File: src/rtl/asw_pkg.sv
// Shared types and constants for the analog-switch scan controller.
package asw_pkg;

  localparam int NUM_DEV = 4;
  localparam int CH_W    = 3;
  localparam int ADDR_W  = 2;

  typedef enum logic [2:0] {
    ST_IDLE      = 3'd0,
    ST_LOAD      = 3'd1,
    ST_START     = 3'd2,
    ST_WAIT_DONE = 3'd3,
    ST_DWELL     = 3'd4,
    ST_ADVANCE   = 3'd5
  } state_t;

  typedef struct packed {
    logic              found;
    logic [ADDR_W-1:0] idx;
  } dev_sel_t;

  // Lowest set bit of mask at index >= lo; found=0 when none remains.
  function automatic dev_sel_t find_dev(input logic [NUM_DEV-1:0] mask,
                                        input logic [ADDR_W:0]    lo);
    dev_sel_t sel;
    sel = '0;
    for (int i = NUM_DEV - 1; i >= 0; i--) begin
      if (mask[i] && (i >= int'(lo))) begin
        sel.found = 1'b1;
        sel.idx   = ADDR_W'(i);
      end
    end
    return sel;
  endfunction

endpackage

File: src/rtl/asw_scan_ctrl_if.sv
// Link between the scan controller and the switch writer / sample consumer.
// Handshake: the master pulses asw_start for one cycle with asw_addr and
// asw_channel valid in that cycle and held until the writer signals
// completion with a 0->1 transition on asw_done; a level already high is
// not a completion. sample_stb is a one-cycle pulse with cur_dev/cur_ch
// valid in the same cycle; there is no back-pressure on it.
interface asw_scan_ctrl_if;
  import asw_pkg::*;

  logic              asw_start;
  logic [ADDR_W-1:0] asw_addr;
  logic [CH_W-1:0]   asw_channel;
  logic              asw_done;
  logic              sample_stb;
  logic [ADDR_W-1:0] cur_dev;
  logic [CH_W-1:0]   cur_ch;

  modport master (
    output asw_start, asw_addr, asw_channel, sample_stb, cur_dev, cur_ch,
    input  asw_done
  );

  modport slave (
    input  asw_start, asw_addr, asw_channel, sample_stb, cur_dev, cur_ch,
    output asw_done
  );

endinterface

File: src/rtl/asw_scan_ctrl.sv
// Scans enabled switch devices and their channel range: writes each
// (device, channel) to the switch, waits for completion, lets it settle for
// DWELL_CYC cycles and then strobes a sample. Channel is the inner loop.
module asw_scan_ctrl
  import asw_pkg::*;
#(
  parameter int DWELL_CYC   = 1000,
  parameter int TIMEOUT_CYC = 20000
) (
  input  logic                clk,
  input  logic                reset,
  input  logic                scan_en,
  input  logic [NUM_DEV-1:0]  dev_mask,
  input  logic [CH_W-1:0]     first_ch,
  input  logic [CH_W-1:0]     last_ch,
  output logic                busy,
  output logic                timeout_err,
  output state_t              dbg_state,
  asw_scan_ctrl_if.master     bus
);

  localparam int CNT_MAX = (DWELL_CYC > TIMEOUT_CYC) ? DWELL_CYC : TIMEOUT_CYC;
  localparam int CNT_W   = $clog2(CNT_MAX + 1);

  localparam logic [CNT_W-1:0] DWELL_LAST   = CNT_W'(DWELL_CYC - 1);
  localparam logic [CNT_W-1:0] DWELL_PRE    = CNT_W'((DWELL_CYC > 1) ? DWELL_CYC - 2 : 0);
  localparam logic [CNT_W-1:0] TIMEOUT_LAST = CNT_W'(TIMEOUT_CYC - 1);

  state_t              r_state;
  logic [CNT_W-1:0]    r_cnt;
  logic [ADDR_W-1:0]   r_dev;
  logic [CH_W-1:0]     r_ch;
  logic [CH_W-1:0]     r_first;
  logic [CH_W-1:0]     r_last;
  logic [NUM_DEV-1:0]  r_mask;
  logic                r_asw_start;
  logic                r_sample_stb;
  logic                r_timeout_err;
  logic                r_done_q;

  logic                w_done_rise;
  dev_sel_t            w_lowest;
  dev_sel_t            w_next;

  assign w_done_rise = bus.asw_done & ~r_done_q;
  assign w_lowest    = find_dev(dev_mask, '0);
  assign w_next      = find_dev(r_mask, {1'b0, r_dev} + (ADDR_W + 1)'(1));

  // Scan sequencer: position, dwell/timeout counter and all registered outputs.
  always_ff @(posedge clk) begin
    if (reset) begin
      r_state       <= ST_IDLE;
      r_cnt         <= '0;
      r_dev         <= '0;
      r_ch          <= '0;
      r_first       <= '0;
      r_last        <= '0;
      r_mask        <= '0;
      r_asw_start   <= 1'b0;
      r_sample_stb  <= 1'b0;
      r_timeout_err <= 1'b0;
      r_done_q      <= 1'b0;
    end else begin
      r_done_q     <= bus.asw_done;
      r_asw_start  <= 1'b0;
      r_sample_stb <= 1'b0;
      case (r_state)
        ST_IDLE: begin
          if (scan_en && (dev_mask != '0)) r_state <= ST_LOAD;
        end
        ST_LOAD: begin
          // Configuration is only ever captured here, so mid-scan edits
          // wait for the next wrap.
          r_first <= first_ch;
          r_last  <= last_ch;
          r_mask  <= dev_mask;
          if (w_lowest.found) begin
            r_dev       <= w_lowest.idx;
            r_ch        <= first_ch;
            r_asw_start <= 1'b1;
            r_state     <= ST_START;
          end else begin
            r_state <= ST_IDLE;
          end
        end
        ST_START: begin
          r_cnt   <= '0;
          r_state <= ST_WAIT_DONE;
        end
        ST_WAIT_DONE: begin
          if (w_done_rise) begin
            r_cnt        <= '0;
            r_sample_stb <= (DWELL_CYC == 1);
            r_state      <= ST_DWELL;
          end else if (r_cnt == TIMEOUT_LAST) begin
            r_timeout_err <= 1'b1;
            r_cnt         <= '0;
            r_state       <= ST_ADVANCE;
          end else begin
            r_cnt <= r_cnt + 1'b1;
          end
        end
        ST_DWELL: begin
          // Strobe is raised one count early so it lands in the last dwell cycle.
          if (r_cnt == DWELL_LAST) begin
            r_cnt   <= '0;
            r_state <= ST_ADVANCE;
          end else begin
            r_cnt        <= r_cnt + 1'b1;
            r_sample_stb <= (DWELL_CYC > 1) && (r_cnt == DWELL_PRE);
          end
        end
        ST_ADVANCE: begin
          if (!scan_en) begin
            r_state <= ST_IDLE;
          end else if (r_ch < r_last) begin
            // r_ch < r_last <= 7 means the increment can never wrap.
            r_ch        <= r_ch + 1'b1;
            r_asw_start <= 1'b1;
            r_state     <= ST_START;
          end else if (w_next.found) begin
            r_dev       <= w_next.idx;
            r_ch        <= r_first;
            r_asw_start <= 1'b1;
            r_state     <= ST_START;
          end else begin
            r_state <= ST_LOAD;
          end
        end
        default: r_state <= ST_IDLE;
      endcase
    end
  end

  assign bus.asw_start   = r_asw_start;
  assign bus.asw_addr    = r_dev;
  assign bus.asw_channel = r_ch;
  assign bus.sample_stb  = r_sample_stb;
  assign bus.cur_dev     = r_dev;
  assign bus.cur_ch      = r_ch;
  assign busy            = (r_state != ST_IDLE);
  assign timeout_err     = r_timeout_err;
  assign dbg_state       = r_state;

endmodule

File: src/flat_wrapper.sv
// flat-port wrapper written by rule: the top's interface ports become plain ports
module asw_scan_ctrl_flat import asw_pkg::*;
#(
  parameter int DWELL_CYC   = 1000,
  parameter int TIMEOUT_CYC = 20000
)
  (clk, reset, scan_en, dev_mask, first_ch, last_ch, busy, timeout_err, dbg_state, bus_asw_start, bus_asw_addr, bus_asw_channel, bus_sample_stb, bus_cur_dev, bus_cur_ch, bus_asw_done);
  asw_scan_ctrl_if bus_i ();
  input  logic clk;
  input  logic reset;
  input  logic scan_en;
  input  logic [NUM_DEV-1:0] dev_mask;
  input  logic [CH_W-1:0] first_ch;
  input  logic [CH_W-1:0] last_ch;
  output logic busy;
  output logic timeout_err;
  output state_t dbg_state;
  output wire logic [$bits(bus_i.asw_start)-1:0] bus_asw_start;
  output wire logic [$bits(bus_i.asw_addr)-1:0] bus_asw_addr;
  output wire logic [$bits(bus_i.asw_channel)-1:0] bus_asw_channel;
  output wire logic [$bits(bus_i.sample_stb)-1:0] bus_sample_stb;
  output wire logic [$bits(bus_i.cur_dev)-1:0] bus_cur_dev;
  output wire logic [$bits(bus_i.cur_ch)-1:0] bus_cur_ch;
  input wire logic [$bits(bus_i.asw_done)-1:0] bus_asw_done;
  assign bus_asw_start = bus_i.asw_start;
  assign bus_asw_addr = bus_i.asw_addr;
  assign bus_asw_channel = bus_i.asw_channel;
  assign bus_sample_stb = bus_i.sample_stb;
  assign bus_cur_dev = bus_i.cur_dev;
  assign bus_cur_ch = bus_i.cur_ch;
  assign bus_i.asw_done = bus_asw_done;
  asw_scan_ctrl #(.DWELL_CYC(DWELL_CYC), .TIMEOUT_CYC(TIMEOUT_CYC)) u_core (.clk(clk), .reset(reset), .scan_en(scan_en), .dev_mask(dev_mask), .first_ch(first_ch), .last_ch(last_ch), .busy(busy), .timeout_err(timeout_err), .dbg_state(dbg_state), .bus(bus_i));
endmodule
File: config.mk
export PLATFORM = sky130hd
export DESIGN_NAME = asw_scan_ctrl_flat
export DESIGN_NICKNAME = d
export VERILOG_FILES = /design/src/rtl/asw_pkg.sv /design/src/rtl/asw_scan_ctrl_if.sv /design/src/rtl/asw_scan_ctrl.sv /design/src/flat_wrapper.sv
export SDC_FILE = /design/constraint.sdc
export NUM_CORES = 1
export LEC_CHECK = 0
export ABC_AREA = 1
export CORE_MARGIN = 2
export CORE_UTILIZATION = 46
export DETAILED_ROUTE_END_ITERATION = 6
export GPL_TIMING_DRIVEN = 1
export MAX_ROUTING_LAYER = met4
export PLACE_DENSITY_LB_ADDON = 0.1
export RECOVER_POWER = 25
export SLEW_MARGIN = 15
export SYNTH_ARGS = -nofsm -noshare
export SYNTH_HDL_FRONTEND = slang
export SYNTH_SLANG_ARGS = --single-unit
File: constraint.sdc
create_clock -name clk -period 3.55 [get_ports clk]
set_input_delay 0.355 -clock clk [delete_from_list [all_inputs] [get_ports clk]]
set_output_delay 0.355 -clock clk [all_outputs]
set_load 0.01 [all_outputs]
### Floorplan with the power grid, run 1

The bar under the picture is 20 µm long. Pins as bars on the die edge.
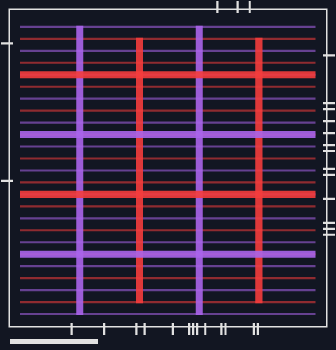
| colour | net |
|---|---|
| purple | VSS |
| red | VDD |
met1 rails: 25
rows: 24

### Cell classes on the final placement, run 1

Fill, decap, tap and diode cells in grey.
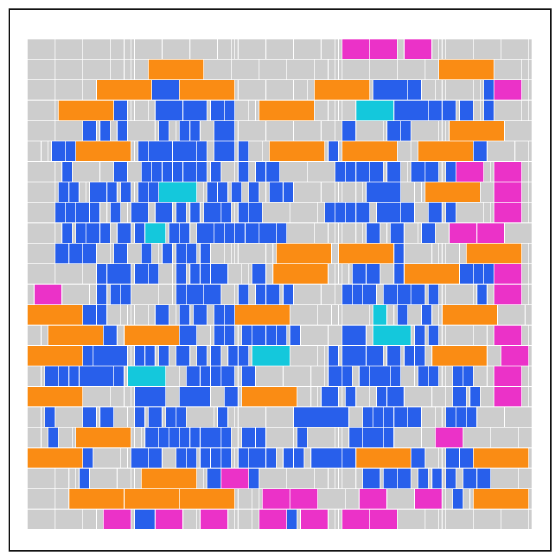
| colour | class | cells | share of their area |
|---|---|---|---|
| orange | flip-flops | 36 | 30% |
| magenta | other buffers and delay cells | 30 | 12% |
| cyan | clock drivers and dummy loads | 7 | 3.3% |
| blue | all other logic | 278 | 55% |

### Clock distribution, run 1

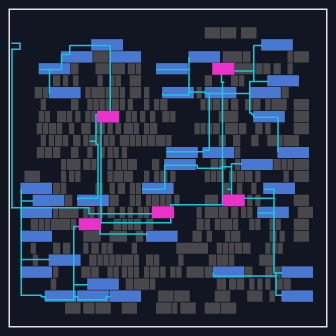
[magenta] cells driving clock nets | count: 5
[cyan] clock wires | length: 541 µm
[blue] flip-flops | count: 36
routed clock nets: 6
flops lie: all over the die

==> run_results.csv, run 1 <==
group,metric,value,unit
synth,ys_sh_adder,0.0296,
grt,met3_usage,0.0408,
setup_path,cp.buffers_inverters,3,
final_layout,fin_util,0.570,
timing,drv_slew,0,
power,pwr-share-clk,0.223,
final_layout,num-multi-input-gates,226,
synth,top_cell_area_share,0.340,
synth,ys_sh_mux,0,
setup_path,reg2reg_slack,1800,ps
final_layout,finalInstanceArea,2500,µm²
job,drv_cap,0,
drt,drt-pass1-iter-count,4,
cts,cts_resized,0,
synth,floorplan.nets,342,
floorplan,pin_count,31,
cts,htreeDepth,2,
drt,wire_per_inst,11.2,µm
setup_path,critical_path_class,"register to primary output",
synth,netlist_area,2120,µm²
setup_path,r2r_cells,7,
drt,antenna_left,0,
floorplan,n_tap_cell,52,
final_layout,drive_gt1_frac,0.0741,
power,p_total,1.28,mW
cts,hold_buffers,0,
cts,cts_made_buffers,5,
timing,fmax,537,MHz
setup_path,max_stage_delay,520,ps
floorplan,dieArea,5160,µm²
power,combinationalPowerShare,0.377,
synth,xor_area_frac,0.0207,
final_layout,final_cells,403,
final_layout,layout_top_cell,"nand2_1",
synth,syn_inst,323,
setup_path,rr_endpoint,"u_core.bus.asw_channel[1]",
timing,fin_skew,5.93,ps
drt,wl_met2,2050,µm
setup_path,path_depth,5,
setup_path,crit_chain,"inv_1 > nand2_1 > nor2_1 > inv_1 > clkdlybuf4s50_1",
timing,setup_viol,0,
final_layout,clkbuf_count,5,
synth,async_reset_ff_frac,0,
setup_path,cp_slowest_cell,"clkdlybuf4s50_1",
setup_path,critPathMostFrequentCell,"inv_1",
power,maxPowerGroup,"sequential cells",
final_layout,layout_top_cells,"78 x nand2_1, 48 x inv_1, 36 x dfxtp_1, 34 x a21oi_1, 32 x nor2_1",
setup_path,timing.rr.start,"u_core.bus.asw_channel[2]",
synth,ff_type,"dfxtp_1",
status,status,"finished clean",
synth,synth.distinct_cells,34,
placement,portBuffers,30,
power,seq-power,512,µW
synth,synth.most_common_cell,"nand2_1",
final_layout,nNonClkBuffers,30,
final_layout,diodes,0,
power,ir_drop,0.289,mV
final_layout,regMostFlops,"u_core.r_cnt",
power,comb_cell_power,483,µW
power,intPower,790,µW
final_layout,clk_share,0.0325,
synth,synth_flop_count,36,
placement,dp.cells,396,
placement,dp.final_hpwl,3390,µm
setup_path,startpoint_type,"register",
timing,min_period,1860,ps
synth,yosys_area,2120,µm²
placement,placed_area,2420,µm²
grt,grt_overflow,0,
final_layout,comb_share,0.454,
floorplan,rows,24,
setup_path,cp-end-kind,"primary output",
drt,dr.first_iter.drc_count,122,
hold_path,hold_path_depth,2,
setup_path,worstPathMaxFanout,6,
grt,grtUsageMet1,0.231,
final_layout,final_nets,370,
floorplan,initial_core_util,0.483,
drt,wl_met3,177,µm
synth,yosysCellCount,323,
final_layout,largest_register_ffs,15,
cts,tritoncts,"done",
drt,route.vias.total,1993,
grt,grt_first_pass_wirelength,7720,µm
job,warnings,27,
power,p_leak,1.12,nW
final_layout,ff_count,36,
final_layout,logic_area,1130,µm²
setup_path,cp_top_family,"buffers and inverters",
cts,clk_pin_slew,70,ps
final_layout,dominant_cells,"combinational gates",
grt,antenna_found_initial,0,
timing,relSlewSlack,0.572,
timing,hold_viol,0,
power,powerClk,286,µW
timing,whs,458,ps
setup_path,cp.required,3190,ps
### Wiring by layer, run 1

The bar under the picture is 20 µm long. Only two layers are drawn.
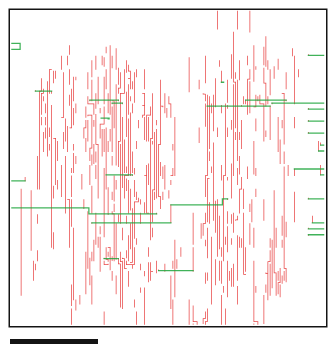

==> run 1 -> run 2 <==
Clock period 3.55 ns to 1.9 ns, I/O delays scaled along.
### Wiring by layer, run 2

The bar under the picture is 20 µm long. Only two layers are drawn.
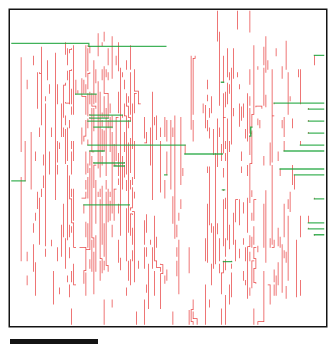
| colour | layer | wire length |
|---|---|---|
| red | met2 | 2250 µm |
| green | met3 | 193 µm |

==> run_results.csv, run 2 <==
group,metric,value,unit
floorplan,rows,24,
power,intPower,1.53,mW
synth,yosys_area,2120,µm²
drt,route.vias.total,2029,
setup_path,crit_chain,"inv_1 > nand2_1 > nor2_1 > inv_1 > clkdlybuf4s50_1",
final_layout,final_cells,406,
power,p_leak,1.12,nW
final_layout,finalInstanceArea,2530,µm²
placement,placed_area,2440,µm²
final_layout,layout_top_cells,"77 x nand2_1, 48 x inv_1, 36 x dfxtp_1, 34 x a21oi_1, 32 x nor2_1",
cts,htreeDepth,2,
timing,drv_slew,0,
final_layout,regMostFlops,"u_core.r_cnt",
final_layout,nNonClkBuffers,32,
setup_path,r2r_cells,7,
power,combinationalPowerShare,0.373,
hold_path,hold_path_depth,3,
drt,wl_met2,2250,µm
final_layout,largest_register_ffs,15,
synth,synth.distinct_cells,34,
final_layout,ff_count,36,
setup_path,critical_path_class,"register to primary output",
job,drv_cap,0,
setup_path,max_stage_delay,530,ps
synth,top_cell_area_share,0.340,
synth,xor_area_frac,0.0207,
grt,met3_usage,0.0450,
cts,cts_made_buffers,5,
power,maxPowerGroup,"sequential cells",
setup_path,cp.buffers_inverters,3,
setup_path,critPathMostFrequentCell,"inv_1",
setup_path,path_depth,5,
final_layout,clkbuf_count,7,
grt,grt_first_pass_wirelength,8270,µm
floorplan,pin_count,31,
synth,async_reset_ff_frac,0,
setup_path,worstPathMaxFanout,6,
job,warnings,27,
grt,grtUsageMet1,0.257,
setup_path,cp-end-kind,"primary output",
timing,whs,448,ps
final_layout,comb_share,0.450,
synth,synth.most_common_cell,"nand2_1",
setup_path,reg2reg_slack,270,ps
synth,syn_inst,323,
placement,dp.final_hpwl,3430,µm
setup_path,rr_endpoint,"u_core.bus.asw_channel[2]",
final_layout,clk_share,0.0371,
final_layout,logic_area,1140,µm²
status,status,"finished clean",
placement,dp.cells,398,
placement,portBuffers,30,
power,pwr-share-clk,0.237,
cts,cts_resized,0,
synth,synth_flop_count,36,
timing,fmax,596,MHz
synth,floorplan.nets,342,
timing,setup_viol,0,
drt,wire_per_inst,11.4,µm
power,p_total,2.45,mW
drt,drt-pass1-iter-count,4,
setup_path,cp_slowest_cell,"clkdlybuf4s50_1",
final_layout,dominant_cells,"combinational gates",
timing,relSlewSlack,0.501,
drt,antenna_left,0,
final_layout,fin_util,0.576,
power,powerClk,581,µW
final_layout,final_nets,372,
drt,wl_met3,192,µm
floorplan,initial_core_util,0.483,
synth,yosysCellCount,323,
### Clock distribution, run 2

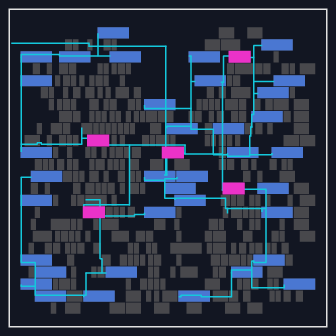
[cyan] clock wires | length: 524 µm
[magenta] cells driving clock nets | count: 5
[blue] flip-flops | count: 36
routed clock nets: 6
flops lie: all over the die

No activity file was given, so power comes from the tool's default toggle rates.
